Figure 1. Sequential cells grouped by signal name (run 1).
Scale: 2 px per µm. Other sequential cells in the stronger gray, the rest of the logic in the fainter gray.
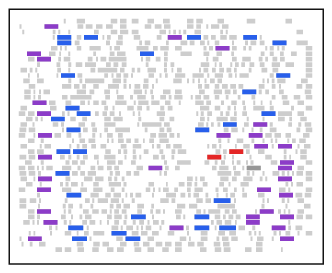
Figure 2. A small window of the routed layout (run 1).
Window x 66 to 91, y 51 to 76 µm. Cells in gray, sequential cells in the stronger gray; small squares are vias.
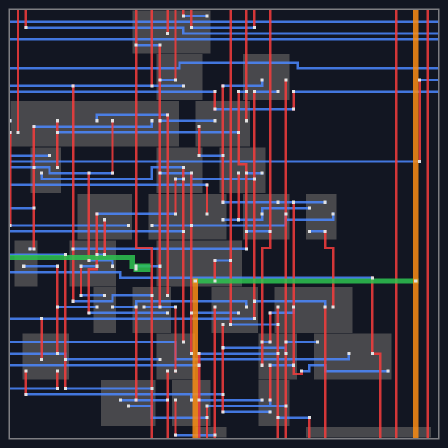
Figure 3. Cells by drive strength (run 1).
Scale: 3 px per µm.
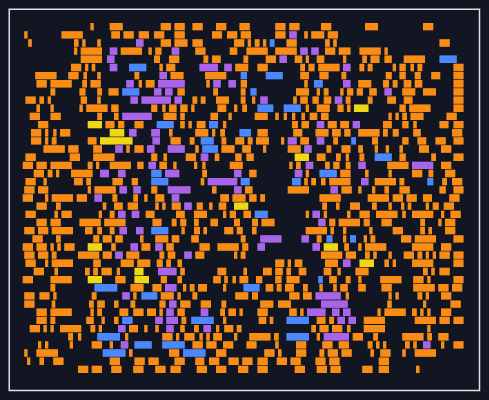
--- src/rtl/mips_defs.sv ---
// Shared MIPS-subset definitions: branch condition codes, fetch FSM encoding
// and the default boot address, used by the fetch unit and the decoder.
package mips_defs;

  typedef enum logic [2:0] {
    COND_NONE = 3'b000,
    COND_BEQ  = 3'b001,
    COND_BNE  = 3'b010,
    COND_BGEZ = 3'b011,
    COND_BGTZ = 3'b100,
    COND_BLEZ = 3'b101,
    COND_BLTZ = 3'b110,
    COND_RSVD = 3'b111
  } cond_t;

  typedef enum logic [1:0] {
    ST_IDLE  = 2'b00,
    ST_REQ   = 2'b01,
    ST_ISSUE = 2'b10
  } fetch_state_t;

  localparam logic [31:0] DEFAULT_RESET_PC = 32'h0000_0000;

  // Branch resolution from the ALU flags; NONE and RSVD are never taken.
  function automatic logic branch_taken(input cond_t c, input logic zero,
                                        input logic neg);
    case (c)
      COND_BEQ:  return zero;
      COND_BNE:  return !zero;
      COND_BGEZ: return !neg;
      COND_BGTZ: return !neg && !zero;
      COND_BLEZ: return neg || zero;
      COND_BLTZ: return neg;
      default:   return 1'b0;
    endcase
  endfunction

endpackage

--- src/rtl/npc_calc.sv ---
// Combinational next-PC selection: jump target, taken-branch target or
// sequential fall-through, all in 32-bit modulo arithmetic.
module npc_calc
  import mips_defs::*;
(
  input  logic [31:0] pc,
  input  logic [31:0] ir,
  input  logic        jump,
  input  cond_t       condition,
  input  logic        alu_zero,
  input  logic        alu_neg,
  output logic [31:0] pc_plus4,
  output logic [31:0] next_pc
);

  logic signed [31:0] br_off;

  // Word offset from imm16, sign-extended and scaled to a byte offset.
  function automatic logic signed [31:0] word_offset(input logic signed [15:0] imm);
    logic signed [31:0] ext;
    ext = 32'(imm);
    return ext <<< 2;
  endfunction

  assign pc_plus4 = pc + 32'd4;
  assign br_off   = word_offset($signed(ir[15:0]));

  always_comb begin
    next_pc = pc_plus4;
    if (jump)
      next_pc = {pc_plus4[31:28], ir[25:0], 2'b00};
    else if (branch_taken(condition, alu_zero, alu_neg))
      next_pc = pc_plus4 + $unsigned(br_off);
  end

endmodule

--- src/rtl/instr_fetch.sv ---
// Instruction fetch unit: requests a word at PC, holds it in IR while execute
// consumes it, then redirects PC (no delay slot) and fetches again.
module instr_fetch
  import mips_defs::*;
#(
  parameter logic [31:0] RESET_PC = DEFAULT_RESET_PC
) (
  input  logic        clk,
  input  logic        rst,
  output logic        imem_req,
  output logic [31:0] imem_addr,
  input  logic        imem_ack,
  input  logic [31:0] imem_rdata,
  input  logic        Jump,
  input  logic [2:0]  condition,
  input  logic        alu_zero,
  input  logic        alu_neg,
  input  logic        exec_done,
  output logic [5:0]  op,
  output logic [4:0]  Rs,
  output logic [4:0]  Rt,
  output logic [4:0]  Rd,
  output logic [4:0]  Shamt,
  output logic [5:0]  Func,
  output logic [15:0] imm16,
  output logic        instr_valid,
  output logic [31:0] pc_out,
  output logic [31:0] pc_plus4
);

  fetch_state_t state;
  logic [31:0]  pc;
  logic [31:0]  ir;
  logic [31:0]  next_pc;

  npc_calc u_npc (
    .pc        (pc),
    .ir        (ir),
    .jump      (Jump),
    .condition (cond_t'(condition)),
    .alu_zero  (alu_zero),
    .alu_neg   (alu_neg),
    .pc_plus4  (pc_plus4),
    .next_pc   (next_pc)
  );

  // Reset wins over a same-edge ack or exec_done: the in-flight word is dropped.
  always_ff @(posedge clk) begin
    if (rst) begin
      state       <= ST_IDLE;
      pc          <= RESET_PC;
      ir          <= '0;
      imem_req    <= 1'b0;
      instr_valid <= 1'b0;
    end else begin
      case (state)
        ST_IDLE: begin
          state    <= ST_REQ;
          imem_req <= 1'b1;
        end
        ST_REQ: begin
          if (imem_ack) begin
            ir          <= imem_rdata;
            state       <= ST_ISSUE;
            imem_req    <= 1'b0;
            instr_valid <= 1'b1;
          end
        end
        ST_ISSUE: begin
          if (exec_done) begin
            pc          <= next_pc;
            state       <= ST_REQ;
            imem_req    <= 1'b1;
            instr_valid <= 1'b0;
          end
        end
        default: begin
          state       <= ST_IDLE;
          imem_req    <= 1'b0;
          instr_valid <= 1'b0;
        end
      endcase
    end
  end

  assign imem_addr = pc;
  assign pc_out    = pc;
  assign op        = ir[31:26];
  assign Rs        = ir[25:21];
  assign Rt        = ir[20:16];
  assign Rd        = ir[15:11];
  assign Shamt     = ir[10:6];
  assign Func      = ir[5:0];
  assign imm16     = ir[15:0];

endmodule

--- config.mk ---
export PLATFORM = sky130hd
export DESIGN_NAME = instr_fetch
export DESIGN_NICKNAME = d
export VERILOG_FILES = /design/src/rtl/mips_defs.sv /design/src/rtl/npc_calc.sv /design/src/rtl/instr_fetch.sv
export SDC_FILE = /design/constraint.sdc
export NUM_CORES = 1
export LEC_CHECK = 0
export CELL_PAD_IN_SITES_DETAIL_PLACEMENT = 1
export CELL_PAD_IN_SITES_GLOBAL_PLACEMENT = 1
export CORE_ASPECT_RATIO = 0.8
export CORE_MARGIN = 4
export CORE_UTILIZATION = 30
export CTS_BUF_LIST = sky130_fd_sc_hd__clkbuf_8
export CTS_CLUSTER_DIAMETER = 30
export DETAILED_ROUTE_END_ITERATION = 16
export PLACE_DENSITY_LB_ADDON = 0.1
export SYNTH_ARGS = -nofsm -noshare
export SYNTH_HDL_FRONTEND = slang
export SYNTH_SLANG_ARGS = --single-unit
--- constraint.sdc ---
create_clock -name clk -period 4 [get_ports clk]
set_clock_uncertainty 0.2 [all_clocks]
set_input_delay 0.8 -clock clk [delete_from_list [all_inputs] [get_ports clk]]
set_output_delay 0.8 -clock clk [all_outputs]
set_load 0.02 [all_outputs]
==> changes_impl.md, run 1 <==
### Changed

- Largest net degree at the start of global routing: 62
- Die Wd: 156 µm
- GRT Total Usage: 0.217
- Nets: 963
- # Cells Yosys: 698
- Worst-case clock buffer depth: 2
- RR Endpoint: imem_addr[31]
- Count of tool warnings: 34
- Die area: 19800 µm²
- Vias in the first global route: 5937
- Signal inverters: 9
- Peak supply drop: 0.141 mV
- CP startpoint kind: register
- Share of cells above drive strength 1: 0.164
- Multi-input gate share of the layout cell area: 0.467
- Cells after DPL: 1093
- DR iter-0 viols: 255
- Hold_sp: ir[29]
- Worst setup EP type: register
- Clock transition at path regs: 0.09 ns
- Clock Power Share: 0.359
- ClkCell Share: 0.0259
- Total power: 1.74 mW
- First-pass DRT Iterations: 4
- FF-to-FF path depth: 17
- Main area contributors: dfxtp_1 25%, nand2_1 8.7%, ha_1 8.5%
- I/O pins: 188
- Synth Area in Simple Gates: 0.214
- Peak Freq: 0.255 GHz
- Clk latency late pin: 0.38 ns
- Registers: 65
- Placed inst area: 7460 µm²
- Initial antenna violation count: 0
- Post-synth top flop: dfxtp_1
- # diodes: 0
- Buffers on Ports: 181
- Hold_buf cts: 0
- Clk_buf instances: 10
- Core ar.: 17300 µm²
- Worst Hold Depth: 2
- Area leader, netlist: dfxtp_1
- Cells after Synth: 698
- Logic pwr share: 0.241
- Tapcell Cnt: 225
- Hold path endpoint: ir[29]
- P_comb: 418 µW
- PD cells: 220 nW/µm²
- FP Core Util: 0.305
- Outcome: finished, final reports clean
- Finished Layout Cells: 1114
- Hold_ws: 0.257 ns
- Fill count: 2054
- Drt via density: 5.14
- Critical path class: register to register
- Ys async rst share: 0
- Slew of the pin with the lowest slew margin: 0.817 ns
- Mapped cell area: 5270 µm²
- CP Buf/Inv Count: 0
Notes on Figure 1 above:
ir -> purple  # placed flops 32, where widely spread
imem_addr -> blue  # placed flops 30, where widely spread
state -> red  # placed flops 2
not colored = 1
P_seq: 697 µW
Flop area: 1320 µm²
post-layout util: 0.457

Notes on Figure 2 above:
met4 -> orange
met3 -> green
met2 -> red
met1 -> blue
sequential cells in the window = 0
most frequent = a21o_1 (4), ha_1 (3)
cells with their middle in the window = 26

Notes on Figure 3 above:
drive 1 or less -> orange  # cells 743, share 84%
drive 2 -> blue  # cells 40, share 4.5%
drive 3 to 4 -> purple  # cells 94, share 11%
drive 6 and up -> yellow  # cells 12, share 1.3%
Area growth, synth to finish: 49.6%
bufs w/o clock: 255
Non-Filler Cell Area, Final: 7890 µm²
final setup margin: 0.0817 ns

[run 1: worst register-to-register path, cell delays in order, from the launching register on]
cell and delay, ns:
dfxtp_4 0.37, ha_4 0.14, nand3_4 0.07, or3_4 0.43
nor2b_4 0.14, and2_4 0.15, nand4_1 0.18, xnor2_4 0.23
ha_4 0.23, a21o_1 0.21, a21o_1 0.19, a221oi_2 0.28
nand2_1 0.10, o311ai_2 0.30, nand2b_1 0.13, nand4_1 0.09
a31oi_1 0.07, or3_1 0.30
[run 1: state kept, by name, summed over array words and instances, names as in the netlist]
signal and count:
imem_addr 30, state 2, ir 32, instr_valid 1
[run 1: metal layers]
metal	global-route usage	routed length, µm	vias to the layer above
met5	0	0	-
met4	0.0556	418	0
met3	0.0399	1040	32
met2	0.322	9450	159
met1	0.324	11200	2766
li1	-	-	2766
==> run 2: changes to the inputs <==
--- a/config.mk
+++ b/config.mk
@@ -14,6 +14,7 @@
 export CTS_CLUSTER_DIAMETER = 30
 export DETAILED_ROUTE_END_ITERATION = 16
 export PLACE_DENSITY_LB_ADDON = 0.1
+export SKIP_CTS_REPAIR_TIMING = 1
 export SYNTH_ARGS = -nofsm -noshare
 export SYNTH_HDL_FRONTEND = slang
 export SYNTH_SLANG_ARGS = --single-unit
Figure 4. Track usage over the die (run 2).
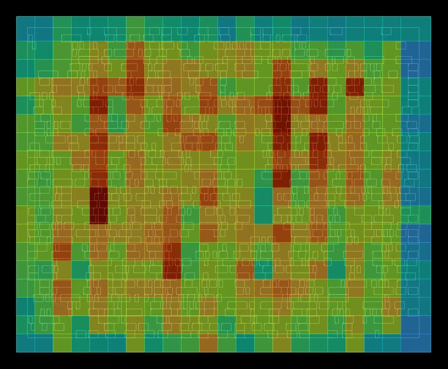
Most Used Layer, Global Route: met1
WL per Instance: 19.8 µm
post-layout util: 0.453
met1 Use GR: 0.322

==> run 2 against run 1 <==
Net effect: die area did not move; critical path depth unchanged; final cell count shrank 0.36%; worst hold slack is essentially flat; utilization fell by 0.38 points; critical endpoint unchanged; setup slack got worse by 0.062 ns; largest power group unchanged; area after synthesis did not move; sequential share of layout area rose by 0.14 points; cell area down 0.82%; register-to-register slack lost 0.06 ns; count of clock-buffer cells in the layout unchanged.
==> changes_impl.md, run 2 <==
### Changed

- Outcome: finished, final reports clean
- Worst setup EP type: register
- Bufs w/o clock: 251 (-1.6%)
- Die area: 19800 µm² (unchanged)
- Clk_buf instances: 10 (unchanged)
- Highest Signal Layer: met4
- Worst Hold Depth: 2 (unchanged)
- RR Endpoint: imem_addr[31]
- Worst-case clock buffer depth: 2 (unchanged)
- Critical path class: register to register
- GRT Total Usage: 0.217 (about the same)
- First-pass DRT Iterations: 4 (unchanged)
- Slew of the pin with the lowest slew margin: 0.822 ns (+0.00478 ns)
- Final setup margin: 0.0199 ns (-0.0618 ns)
- GR Layer Usage met3: 0.0423 (+0.00239)
- Registers: 65 (unchanged)
- Hold_sp: ir[29]
- Tapcell Cnt: 225 (unchanged)
- Logic pwr share: 0.240 (about the same)
- Met2 usage: 0.320 (-0.00152)
- Reg with most FFs: ir
- PD cells: 222 nW/µm² (+0.90%)
- Signal inverters: 9 (unchanged)
- FP Core Util: 0.305 (unchanged)
- CP startpoint kind: register
- Share of cells above drive strength 1: 0.154 (-0.0106)
- Clock transition at path regs: 0.09 ns (about the same)
- Placed inst area: 7460 µm² (unchanged)
- Area growth, synth to finish: 48.4%
- Peak supply drop: 0.142 mV (+0.98%)
- Mapped cell area: 5270 µm² (unchanged)
- Core ar.: 17300 µm² (unchanged)
- Multi-input gate share of the layout cell area: 0.465 (-0.00156)
- Ys async rst share: 0 (unchanged)
- Die Wd: 156 µm (unchanged)
- I/O pins: 188 (unchanged)
- # diodes: 0 (unchanged)
- Cells after DPL: 1093 (unchanged)
- Flop area: 1320 µm² (unchanged)
- Wire length on met2: 9230 µm (-2.4%)
- Finished Layout Cells: 1110 (-0.36%)
- Max reg flops: 32 (unchanged)
- Synth Area in Simple Gates: 0.214 (unchanged)
- Total power: 1.74 mW (about the same)
- Cells after Synth: 698 (unchanged)
- Vias in the first global route: 5935 (-0.034%)
- Buffers on Ports: 181 (unchanged)
- FF-to-FF path depth: 17 (unchanged)
- Drt via density: 5.15 (+0.15%)
- Largest net degree at the start of global routing: 62 (unchanged)
- Main area contributors: dfxtp_1 25%, nand2_1 8.7%, ha_1 8.5%
- Initial antenna violation count: 0 (unchanged)
- Hold path endpoint: ir[29]
- Fill count: 2048 (-0.29%)
- Metal3 WL: 1320 µm (+27%)
- Count of tool warnings: 34 (unchanged)
- DR iter-0 viols: 195 (-24%)
- Clock Power Share: 0.360 (about the same)
- Hold_ws: 0.256 ns (-0.000400 ns)
## run 2: cell counts after synthesis
Identical to the previous run, type by type.
## run 2: critical path: cells and delay by family, from the launching register on
| kind | cells | cell delay (ns) |
|---|---|---|
| simple gates | 9 | 1.67 |
| flops | 1 | 0.37 |
| xor+xnor | 1 | 0.18 |
| compound gates | 5 | 1.07 |
| fa+ha+maj | 1 | 0.23 |
| buf+inv | 1 | 0.14 |
## run 2: power groups by stage
| stage | logic [mW] | registers [mW] | clock network (mW) |
|---|---|---|---|
| after CTS | 0.417 | 0.697 | 0.649 |
| after floorplan | 0.205 | 0.733 | 0 |
| after global routing | 0.451 | 0.701 | 0.668 |
| final | 0.417 | 0.697 | 0.627 |
| after global placement | 0.408 | 0.711 | 0 |
| after detailed placement | 0.415 | 0.712 | 0 |
==> run 3: changes to the inputs <==
--- a/config.mk
+++ b/config.mk
@@ -5,6 +5,7 @@
 export SDC_FILE = /design/constraint.sdc
 export NUM_CORES = 1
 export LEC_CHECK = 0
+export ABC_AREA = 1
 export CELL_PAD_IN_SITES_DETAIL_PLACEMENT = 1
 export CELL_PAD_IN_SITES_GLOBAL_PLACEMENT = 1
 export CORE_ASPECT_RATIO = 0.8
==> constraint.sdc (replaced) <==
create_clock -name clk -period 4 [get_ports clk]
set_clock_uncertainty 0.2 [all_clocks]
set_input_delay 0.6 -clock clk [delete_from_list [all_inputs] [get_ports clk]]
set_output_delay 0.6 -clock clk [all_outputs]
set_load 0.02 [all_outputs]
Figure 5. Sequential cells grouped by signal name (run 3).
Scale: 2 px per µm. Other sequential cells in the stronger gray, the rest of the logic in the fainter gray.
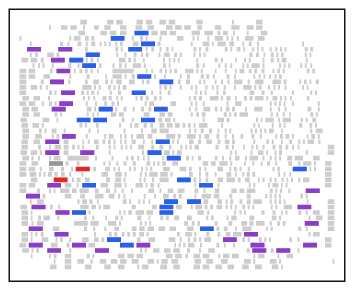
ir -> purple  # placed flops 32, where widely spread
state -> red  # placed flops 2
imem_addr -> blue  # placed flops 30
Seq area share: 0.160
post-layout util: 0.410
Flop area: 1300 µm²

==> run 3 against run 2 <==
Net effect: count of clock-buffer cells in the layout down 1; critical path type is now register to primary output; synthesized cell count up 45%; highest routed layer unchanged; combinational power up 25%; worst hold slack better by 0.068 ns; total power up 8.7%; routed wire length up 23%; fmax up 7.7%.
==> changes_impl.md, run 3 <==
### Changed

- Clk_buf instances: 9 (-1)
- Main area contributors: dfxtp_1 21%, nand2_1 16%, nor2_1 8.4%
- DR iter-0 viols: 461 (+140%)
- Clock network power: 647 µW (+3.2%)
- Die area: 22600 µm² (+14%)
- CP startpoint kind: register
- Fill count: 2624 (+28%)
- Cells after Synth: 1010 (+45%)
- First-pass DRT Iterations: 5 (+1)
- Logic pwr share: 0.276 (+0.036)
- Vias in the first global route: 6778 (+14%)
- Highest Signal Layer: met4
- Area growth, synth to finish: 34.0%
- P_seq: 722 µW (+3.6%)
- Outcome: finished, final reports clean
- CP Buf/Inv Count: 1 (unchanged)
- Hold_sp: ir[31]
- I/O pins: 188 (unchanged)
- Worst setup EP type: primary output
- Critical path's top delay family: buffers and inverters
- Ys async rst share: 0 (unchanged)
- Buffers on Ports: 181 (unchanged)
- Synth Area in Simple Gates: 0.356 (+0.143)
- Clock Power Share: 0.342 (-0.018)
- Metal3 WL: 1850 µm (+41%)
- Registers: 65 (unchanged)
- Biggest consumer: registers
- Clock transition at path regs: 0.09 ns (about the same)
- Die Wd: 167 µm (+6.9%)
- Bufs w/o clock: 205 (-18%)
- Tapcell Cnt: 264 (+17%)
- Adder Area Share: 0.0775
- Nets: 1233
- Share of cells above drive strength 1: 0.0630 (-0.0906)
- GRT Total Usage: 0.231 (+0.0138)
- FP Rows: 46
- Mapped cell area: 6070 µm² (+15%)
- Initial antenna violation count: 0 (unchanged)
- WL per Instance: 19.0 µm (-3.9%)
- Wire length on met2: 11200 µm (+22%)
- P_comb: 523 µW (+25%)
- Core ar.: 19900 µm² (+15%)
- Hold_ws: 0.324 ns (+0.0680 ns)
- Peak supply drop: 0.186 mV (+31%)
- Largest net degree at the start of global routing: 34 (-45%)
- Max reg flops: 32 (unchanged)
- FP Core Util: 0.306 (+0.000366)
- Critical path class: register to primary output
- Count of tool warnings: 32 (-5.9%)
- Signal inverters: 122 (+113)
==> run 3: metal layers <==
layer | vias up | track usage
li1 | 3467 | -
met1 | 3356 | 0.345
met2 | 223 | 0.346
met3 | 15 | 0.0511
met4 | 0 | 0.0341
met5 | - | 0
==> run 3: stage by stage <==
step                       util  area [µm²]  power, mW  cells  setup slack, ns
final                     0.410        8140       1.89   1422            0.304
after floorplan               -        6090       1.02   1015            0.681
after CTS                 0.410        8140       1.91   1422            0.279
after global routing      0.410        8140       1.98   1422           0.0219
after detailed placement  0.399        7920       1.26   1407            0.414
after global placement    0.399        7920       1.25   1407            0.376
==> run 3: worst paths after layout <==
kind,end,slack (ns),cells after the start
worst max-delay path,pc_plus4[26],0.30,7
worst min-delay path,ir[31],0.32,2
worst max register to register,imem_addr[18],0.36,17
worst min register to register,ir[31],0.32,2

==> gallery <==
Metal 2.
Scale: 2 px per µm.
picture 1
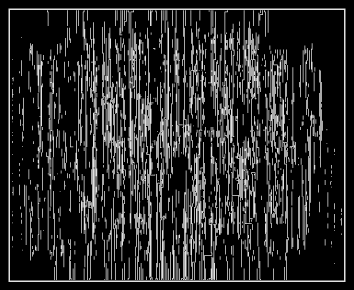
picture 2
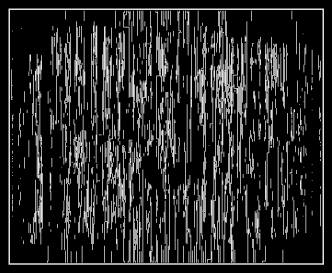
Run 1 is picture 2.
Run 3 is picture 1.

No activity file was given, so power comes from the tool's default toggle rates.
